`config.mk`:
```
export PLATFORM = sky130hd
export DESIGN_NAME = fpu_mul_initiator
export DESIGN_NICKNAME = d
export VERILOG_FILES = /design/src/rtl/fpu_init_pkg.sv /design/src/rtl/fpu_res_fifo.sv /design/src/rtl/fpu_mul_initiator.sv
export SDC_FILE = /design/constraint.sdc
export NUM_CORES = 1
export LEC_CHECK = 0
export CORE_MARGIN = 2
export CORE_UTILIZATION = 50
export CTS_BUF_LIST = sky130_fd_sc_hd__clkbuf_2 sky130_fd_sc_hd__clkbuf_4 sky130_fd_sc_hd__clkbuf_8
export DETAILED_ROUTE_END_ITERATION = 12
export PLACE_DENSITY = 0.91
export SYNTH_ARGS = -nofsm -noshare
export SYNTH_HDL_FRONTEND = slang
export SYNTH_SLANG_ARGS = --single-unit
```
`constraint.sdc`:
```
create_clock -name clk -period 2.6 [get_ports clk]
set_input_delay 0.26 -clock clk [delete_from_list [all_inputs] [get_ports clk]]
set_output_delay 0.26 -clock clk [all_outputs]
set_load 0.02 [all_outputs]
```
`src/rtl/fpu_init_pkg.sv`:
```
// Shared types and helpers for the fpnew FP16 multiply initiator and its result FIFO.
package fpu_init_pkg;

    localparam int FP_WIDTH = 16;
    localparam int STATUS_W = 5;

    // Bit order matches the fpnew status vector {NV,DZ,OF,UF,NX}
    typedef struct packed {
        logic nv;
        logic dz;
        logic of;
        logic uf;
        logic nx;
    } status_t;

    typedef struct packed {
        status_t               status;
        logic [FP_WIDTH-1:0]   result;
    } res_entry_t;

    typedef enum logic {
        ST_FLUSH,
        ST_RUN
    } flush_state_t;

    // One extra bit so the count can reach MAX_OUTSTANDING itself
    function automatic int credit_w(input int max_outstanding);
        return $clog2(max_outstanding) + 1;
    endfunction

endpackage

```
`src/rtl/fpu_res_fifo.sv`:
```
// Synchronous result FIFO; pointers carry one extra wrap bit to tell full from empty.
module fpu_res_fifo
    import fpu_init_pkg::*;
#(
    parameter int  DEPTH   = 4,
    parameter type entry_t = res_entry_t
) (
    input  logic   clk,
    input  logic   rst,
    input  logic   push,
    input  entry_t wdata,
    input  logic   pop,
    output entry_t rdata,
    output logic   empty,
    output logic   full
);

    localparam int AW = $clog2(DEPTH);

    logic [AW:0] wr_ptr;
    logic [AW:0] rd_ptr;
    entry_t      mem [DEPTH];
    logic        do_push;
    logic        do_pop;

    assign empty   = (wr_ptr == rd_ptr);
    assign full    = (wr_ptr[AW] != rd_ptr[AW]) && (wr_ptr[AW-1:0] == rd_ptr[AW-1:0]);
    // A pop frees the head slot in the same cycle, so a full FIFO can still take a push
    assign do_push = push && (!full || pop);
    assign do_pop  = pop && !empty;

    always_ff @(posedge clk or posedge rst) begin
        if (rst) begin
            wr_ptr <= '0;
            rd_ptr <= '0;
        end else begin
            if (do_push) begin
                wr_ptr <= wr_ptr + 1'b1;
            end
            if (do_pop) begin
                rd_ptr <= rd_ptr + 1'b1;
            end
        end
    end

    always_ff @(posedge clk) begin
        if (do_push) begin
            mem[wr_ptr[AW-1:0]] <= wdata;
        end
    end

    assign rdata = empty ? '0 : mem[rd_ptr[AW-1:0]];

endmodule

```
`src/rtl/fpu_mul_initiator.sv`:
```
// Requester end of the fpnew FP16 MUL port: issues tagged operand pairs, collects in-order results.
// Optional statistics ports are populated when FPU_INIT_STATS_EN is defined.
module fpu_mul_initiator
    import fpu_init_pkg::*;
#(
    parameter int WIDTH           = FP_WIDTH,
    parameter int MAX_OUTSTANDING = 4,
    parameter int TAG_W           = $clog2(MAX_OUTSTANDING)
) (
    input  logic                 clk,
    input  logic                 rst,
    input  logic [WIDTH-1:0]     a_i,
    input  logic [WIDTH-1:0]     b_i,
    input  logic                 req_valid_i,
    output logic                 req_ready_o,
    output logic [2*WIDTH-1:0]   fpu_operands_o,
    output logic [TAG_W-1:0]     fpu_tag_o,
    output logic                 fpu_in_valid_o,
    input  logic                 fpu_in_ready_i,
    output logic                 fpu_flush_o,
    input  logic [WIDTH-1:0]     fpu_result_i,
    input  logic [STATUS_W-1:0]  fpu_status_i,
    input  logic [TAG_W-1:0]     fpu_tag_i,
    input  logic                 fpu_out_valid_i,
    output logic                 fpu_out_ready_o,
    output logic [WIDTH-1:0]     res_o,
    output logic [STATUS_W-1:0]  res_status_o,
    output logic                 res_valid_o,
    input  logic                 res_ready_i,
    output logic [TAG_W:0]       outstanding_o,
    output logic                 tag_err_o,
    output logic [STATUS_W-1:0]  stat_flags_o,
    output logic [15:0]          retired_cnt_o
);

    localparam int CNT_W = credit_w(MAX_OUTSTANDING);

    flush_state_t      state_q;
    flush_state_t      state_d;

    logic [WIDTH-1:0]  a_q;
    logic [WIDTH-1:0]  b_q;
    logic [TAG_W-1:0]  tag_q;
    logic              valid_q;
    logic [TAG_W-1:0]  issue_tag_q;
    logic [TAG_W-1:0]  exp_tag_q;
    logic [CNT_W-1:0]  outstanding_q;
    logic              tag_err_q;

    logic              accept;
    logic              pop;
    logic              push_req;
    logic              push_take;
    logic              push_drop;
    res_entry_t        push_entry;
    res_entry_t        head_entry;
    logic              fifo_empty;
    logic              fifo_full;

    always_ff @(posedge clk or posedge rst) begin
        if (rst) begin
            state_q <= ST_FLUSH;
        end else begin
            state_q <= state_d;
        end
    end

    // The FPU is held in flush for exactly one edge after reset releases
    always_comb begin
        state_d = state_q;
        case (state_q)
            ST_FLUSH: state_d = ST_RUN;
            ST_RUN:   state_d = ST_RUN;
            default:  state_d = ST_FLUSH;
        endcase
    end

    assign fpu_flush_o     = (state_q == ST_FLUSH);
    assign fpu_out_ready_o = !rst && !fpu_flush_o;

    assign req_ready_o = (outstanding_q < CNT_W'(MAX_OUTSTANDING))
                       && (!valid_q || fpu_in_ready_i)
                       && !fpu_flush_o;
    assign accept      = req_valid_i && req_ready_o;
    assign pop         = res_valid_o && res_ready_i;

    always_ff @(posedge clk or posedge rst) begin
        if (rst) begin
            a_q         <= '0;
            b_q         <= '0;
            tag_q       <= '0;
            valid_q     <= 1'b0;
            issue_tag_q <= '0;
        end else if (accept) begin
            a_q         <= a_i;
            b_q         <= b_i;
            tag_q       <= issue_tag_q;
            valid_q     <= 1'b1;
            issue_tag_q <= issue_tag_q + 1'b1;
        end else if (valid_q && fpu_in_ready_i) begin
            valid_q     <= 1'b0;
        end
    end

    assign fpu_operands_o = {b_q, a_q};
    assign fpu_tag_o      = tag_q;
    assign fpu_in_valid_o = valid_q;

    always_ff @(posedge clk or posedge rst) begin
        if (rst) begin
            outstanding_q <= '0;
        end else begin
            case ({accept, pop})
                2'b10:   outstanding_q <= outstanding_q + 1'b1;
                2'b01:   outstanding_q <= outstanding_q - 1'b1;
                default: outstanding_q <= outstanding_q;
            endcase
        end
    end

    assign outstanding_o = outstanding_q;

    assign push_req  = fpu_out_valid_i && fpu_out_ready_o;
    assign push_drop = push_req && fifo_full && !pop;
    assign push_take = push_req && !push_drop;

    always_comb begin
        push_entry        = '0;
        push_entry.status = status_t'(fpu_status_i);
        push_entry.result = fpu_result_i;
    end

    // Tag mismatches and credit violations are flagged but never stall the result path
    always_ff @(posedge clk or posedge rst) begin
        if (rst) begin
            exp_tag_q <= '0;
            tag_err_q <= 1'b0;
        end else if (push_req) begin
            exp_tag_q <= exp_tag_q + 1'b1;
            if ((fpu_tag_i != exp_tag_q) || push_drop) begin
                tag_err_q <= 1'b1;
            end
        end
    end

    assign tag_err_o = tag_err_q;

    fpu_res_fifo #(
        .DEPTH   (MAX_OUTSTANDING),
        .entry_t (res_entry_t)
    ) u_res_fifo (
        .clk   (clk),
        .rst   (rst),
        .push  (push_req),
        .wdata (push_entry),
        .pop   (pop),
        .rdata (head_entry),
        .empty (fifo_empty),
        .full  (fifo_full)
    );

    assign res_valid_o  = !fifo_empty;
    assign res_o        = head_entry.result;
    assign res_status_o = head_entry.status;

`ifdef FPU_INIT_STATS_EN
    logic [STATUS_W-1:0] stat_flags_q;
    logic [15:0]         retired_cnt_q;

    always_ff @(posedge clk or posedge rst) begin
        if (rst) begin
            stat_flags_q  <= '0;
            retired_cnt_q <= '0;
        end else if (push_take) begin
            stat_flags_q <= stat_flags_q | fpu_status_i;
            if (retired_cnt_q != 16'hFFFF) begin
                retired_cnt_q <= retired_cnt_q + 16'd1;
            end
        end
    end

    assign stat_flags_o  = stat_flags_q;
    assign retired_cnt_o = retired_cnt_q;
`else
    assign stat_flags_o  = '0;
    assign retired_cnt_o = '0;
`endif

endmodule

```
run_1/met2.png
Scale: 4 px per um.
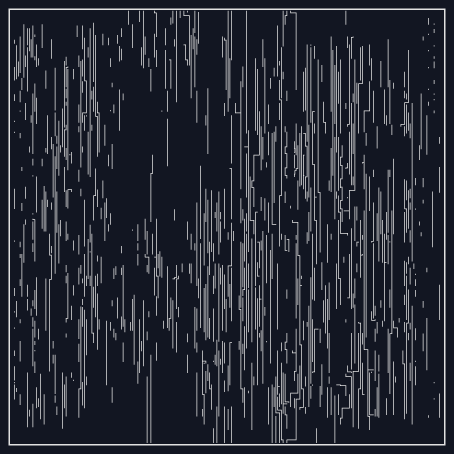
longest straight run	40.8 um
wire length on this layer	5,420 um
nets with wire on the layer	479

run_1/final_placement.png
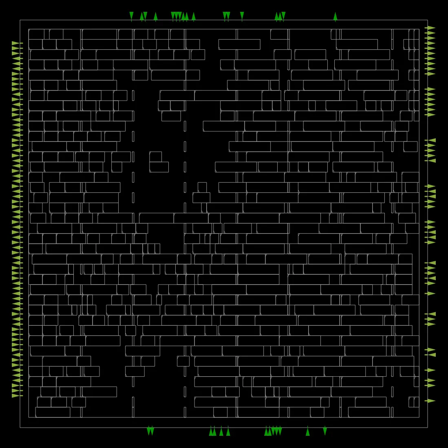
Tapcells: 140
filler instances: 716

run_1/port_nets.png
Scale: 2 px per um.
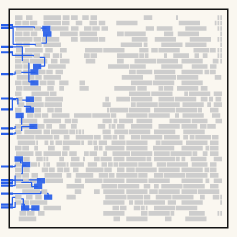
port	color	bits	direction	end cells	buffers	wire
`b_i`	blue	16	input	16	16	232 um

run_1/metal_stack.png
Scale: 2 px per um. Two of the layers only.
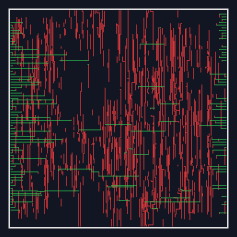
layer	color	wire length
met2	red	5,420 um
met3	green	1,000 um

==> metrics.cfg, run 1 <==
[pwr]
p_leak_nw=2.934
ir_worst_vdd_v=0.0006274

[yosys]
synth_warnings=0
async_flop_share=0.3731
ys_seq_elements=134
yosys.cell_types.count=35
synthCells=303
synth_seq_share=0.6910
avgSynthCellArea_um2=18.02
ys_chip_area_um2=5461
yosys.area.top_type=edfxtp_1
synth_dominant_cell_count=edfxtp_1
edf_count=84
area_leaders=edfxtp_1 46%, dfrtp_1 23%, mux4_2 8.7%, mux2_2 7.2%, buf_4 2.9%
synth_top_area_share=0.4619
syn-cell-area_um2=5461

[sta]
fmax_mhz=404.5
period_used_share=0.9509
setup_ws_ns=0.1277
slew_violations=0

[cells_and_area]
largest_class=registers
num_antenna_cells=0
area_growth_syn_to_layout_pct=35.81
nonClkBufAreaFrac=0.1955
mostFrequentLayoutCell=clkdlybuf4s50_1
buffers_excl_clock=138
seqCellArea_um2=3776
ff_count=134
nNonClkInverters=6
largest_reg_flops=84
combGateArea_um2=1577
clkbuf_count=18

[setup_path]
crit_fanout=11
end_kind=primary output
critPathLaunchType=register
r2r_start=u_res_fifo.wr_ptr[1]
cp_data_required_time_ns=2.34
cp-startpoint=u_res_fifo.wr_ptr[0]

[job]
timing.max_cap.violations=0
warning_count=29

[clock_network]
cts_made_buffers=17
clock_path_buffers=2
ctsHtreeMaxLevel=4
clock-sinks=134
ctsResizeCount=6

[floorplan]
fp.dieH_um=108.5
rows=38
fp_util=0.5083
die_x_um=108.5
die-area_um2=11780
coreArea_um2=10750

[drt]
drcViolationCount=0
dr.pass1.iters=4
drt_wl_total_mm=10.61
via_per_inst=5.060
wire_per_inst_um=17.65
dr_total_vias=3041

[global_routing]
grt_max_degree=37
grt_pass1_vias=3256
grt_pass1_wl_mm=16.64

[placed_design]
place_area_um2=6892
gp_congestion=0.7040
io_buffer_count=124
dp_hpwl_mm=7.069
dpl_worst_slack_ns=0.3184

[outcome]
outcome=completed

run 1: through the flow:
| step | cells | total power, mW | util |
|---|---|---|---|
| floorplan | 323 | 5.295 | - |
| global placement | 566 | 6.897 | 0.6414 |
| detailed placement | 566 | 7.039 | 0.6414 |
| CTS | 600 | 8.858 | 0.6821 |
| global route | 601 | 9.287 | 0.6903 |
| finish | 601 | 8.795 | 0.6903 |
run 1: metal layers:
metal / track usage / vias to the layer above / part of all wire
li1: - / 1361 / -
met1: 0.2246 / 1511 / 0.39
met2: 0.3152 / 161 / 0.51
met3: 0.08499 / 8 / 0.094
met4: 0.07509 / 0 / 0.0075
met5: 0 / - / 0
run 1: worst max-delay path: stages, from the launching register on:
cell and delay [ns]:
dfrtp_2 0.47, xor2_4 0.23, nor3_4 0.25, buf_4 0.23, inv_1 0.06, clkdlybuf4s50_1 0.55
run 1: report_power, final:
part | internal [mW] | total, mW | switching [mW]
logic | 2.04 | 3.95 | 1.91
registers | 2.74 | 3.08 | 0.332
clock network | 0.968 | 1.77 | 0.803
total | 5.75 | 8.80 | 3.05
run 1: cell families after synthesis:
logic type      count (synthesis)  share of synthesized area
simple gates                   42                    0.04834
buf+inv                        38                    0.04307
compound gates                  7                    0.01100
xor+xnor                       16                    0.02703
fa+ha+maj                       7                    0.01741
other cells                     2                   0.001375
flops                         134                     0.6910
mux                            57                     0.1608
run 1: final timing paths:
path / end / slack [ns] / cells past startpoint
min in group clk: a_q[13] / 0.45 / 2
max in group asynchronous: a_q[8] / 1.63 / 3
max: res_valid_o / 0.13 / 5
min: outstanding_o[2] / 0.20 / 2
min reg2reg: issue_tag_q[0] / 0.49 / 1
max reg2reg: outstanding_o[2] / 0.37 / 8
==> run 1 -> run 2 <==
- clock period: 2.6 -> 2.7 ns (I/O delays scaled with it)
run_2/port_nets.png
Scale: 2 px per um.
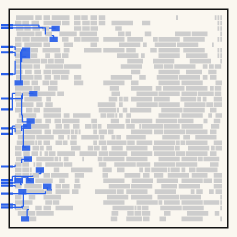
port	color	bits	direction	end cells	buffers	wire
`b_i`	blue	16	input	16	16	239 um

==> metrics.cfg, run 2 <==
[cells_and_area]
mostFrequentLayoutCell=clkdlybuf4s50_1  ; unchanged
final_util=0.6810  ; was 0.6903
fillers=714  ; was 716
final_cells=599  ; was 601
largest_reg_flops=84  ; unchanged
nets=514  ; was 516
lay_top_cells=112 x clkdlybuf4s50_1, 84 x edfxtp_1, 49 x dfrtp_1, 35 x mux2_2, 22 x conb_1  ; was 103 x clkdlybuf4s50_1, 84 x edfxtp_1, 48 x dfrtp_1, 35 x mux2_2, 22 x conb_1
area_growth_syn_to_layout_pct=33.97  ; was 35.81%

[pwr]
cell_internal_pwr_mw=5.384  ; was 5.747 mW
powerClk_mw=1.57  ; was 1.77 mW
swShare=0.3561  ; was 0.3466
p_per_area_nw_per_um2=1143  ; was 1186 nW/um2
ir_worst_vdd_v=0.0007082  ; was 0.0006274 V
p_switching_mw=2.978  ; was 3.048 mW
total_power_mw=8.361  ; was 8.795 mW
pg_comb_mw=3.84  ; was 3.95 mW
clockPowerShare=0.188  ; was 0.201
p_leak_nw=2.846  ; was 2.934 nW
combPwrFrac=0.459  ; was 0.449
power-top-group=combinational cells  ; unchanged

[setup_path]
crit_end=res_status_o[0]  ; was res_valid_o
cp-startpoint=u_res_fifo.rd_ptr[0]  ; was u_res_fifo.wr_ptr[0]
r2r_cells=8  ; unchanged
r2r_start=u_res_fifo.wr_ptr[1]  ; unchanged
crit_fanout=10  ; was 11
r2r_slack_ns=0.20  ; was 0.37 ns
r2r_end=outstanding_o[2]  ; unchanged
cp_data_required_time_ns=2.43  ; was 2.34 ns
critPathLaunchType=register  ; unchanged
end_kind=primary output  ; unchanged

[placed_design]
place_area_um2=6822  ; was 6892 um2
gp_congestion=0.7636  ; was 0.7040
place_inst=565  ; was 566
dp_hpwl_mm=6.932  ; was 7.069 mm
io_buffer_count=124  ; unchanged
dpl_worst_slack_ns=0.2366  ; was 0.3184 ns

[floorplan]
die-area_um2=11780  ; unchanged
die_x_um=108.5  ; unchanged
rows=38  ; unchanged
coreArea_um2=10750  ; unchanged
fp_util=0.5083  ; unchanged
fp.dieH_um=108.5  ; unchanged

[yosys]
ys_chip_area_um2=5461  ; unchanged
synth_dominant_cell_count=edfxtp_1  ; unchanged
avgSynthCellArea_um2=18.02  ; unchanged
synthCells=303  ; unchanged
synth_top_area_share=0.4619  ; unchanged
synth_seq_share=0.6910  ; unchanged
edf_count=84  ; unchanged
syn-cell-area_um2=5461  ; unchanged
common_cells=84 x edfxtp_1, 50 x dfrtp_1, 35 x mux2_2, 21 x buf_4, 21 x mux4_2  ; unchanged
yosys.area.top_type=edfxtp_1  ; unchanged
synth_warnings=0  ; unchanged

[job]
warning_count=29  ; unchanged

[drt]
drcViolationCount=0  ; unchanged
drt_wl_total_mm=10.45  ; was 10.61 mm
via_per_inst=5.093  ; was 5.060
wire_per_inst_um=17.44  ; was 17.65 um
dr.pass1.iters=4  ; unchanged

[outcome]
outcome=completed  ; unchanged

[global_routing]
grt_pass1_wl_mm=16.18  ; was 16.64 mm
grt_pass1_vias=3235  ; was 3,256

[sta]
fmax_mhz=383.9
period_used_share=0.9649
setup_ws_ns=0.09487  ; was 0.1277 ns
slew_violations=0  ; unchanged

[clock_network]
hold_buffers=0  ; unchanged
clock-sinks=134  ; unchanged
clkLatencyLatePin_ns=0.42  ; about the same
cts_made_buffers=17  ; unchanged
ctsHtreeMaxLevel=4  ; unchanged
clock_path_buffers=2  ; unchanged

run_2/metal_stack.png
Scale: 2 px per um. Two of the layers only.
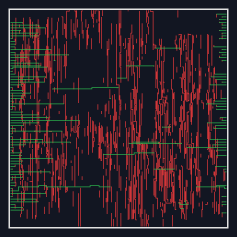
layer	color	wire length
met2	red	5,250 um
met3	green	1,040 um

## run 2: netlist changes by cell type in the layout (fill, tap and decap cells not counted), sizes merged, moves of 2 or more
cell | previous run | this run
dlymetal6s2s | 17 | 12
clkdlybuf4s50 | 103 | 112
buf | 14 | 10
dlygate4sd2 | 4 | 0
bufinv | 3 | 1
inv | 9 | 13
## run 2: what timing repair did
item | 4_1_cts | 5_1_grt
endpoints found under the hold margin | 0 | 0
gates resized | 4 | 17
cloned | 0 | 2
endpoints found under the setup margin | 21 | 9
## run 2: per-layer routing
metal | GRT usage | up-vias | part of all wire
met1 | 0.2114 | 1537 | 0.39
met3 | 0.08499 | 7 | 0.099
met5 | 0 | - | 0
met2 | 0.3165 | 141 | 0.50
li1 | - | 1366 | -
met4 | 0.06593 | 0 | 0.0092
## run 2: area by class of cell
| class | instances | area (um2) | area share |
|---|---|---|---|
| Sequential cell | 134 | 3775 | 0.5159 |
| Timing Repair Buffer | 136 | 1395 | 0.1907 |
| Clock inverter | 15 | 146.4 | 0.02001 |
| Clock buffer | 17 | 234.0 | 0.03198 |
| Multi-Input combinational cell | 151 | 1569 | 0.2144 |
| Inverter | 6 | 22.52 | 0.003078 |
| Tap cell | 140 | 175.2 | 0.02394 |
## run 2: critical path, cell delays in order, from the launching register on
cell	delay (ns)
dfrtp_2	0.51
clkbuf_16	0.24
mux4_2	0.49
nor2b_1	0.14
clkdlybuf4s50_1	0.54
## run 2: kinds of logic after synthesis
group,count (synthesis),synth area share
xor gates and xnor gates,16,0.02703
adders and majority gates,7,0.01741
DFF,134,0.6910
AOI/OAI and AO/OA,7,0.01100
buffers and inverters,38,0.04307
muxes,57,0.1608
other,2,0.001375
and+or+nand+nor,42,0.04834
Power and IR drop assume default switching activity.
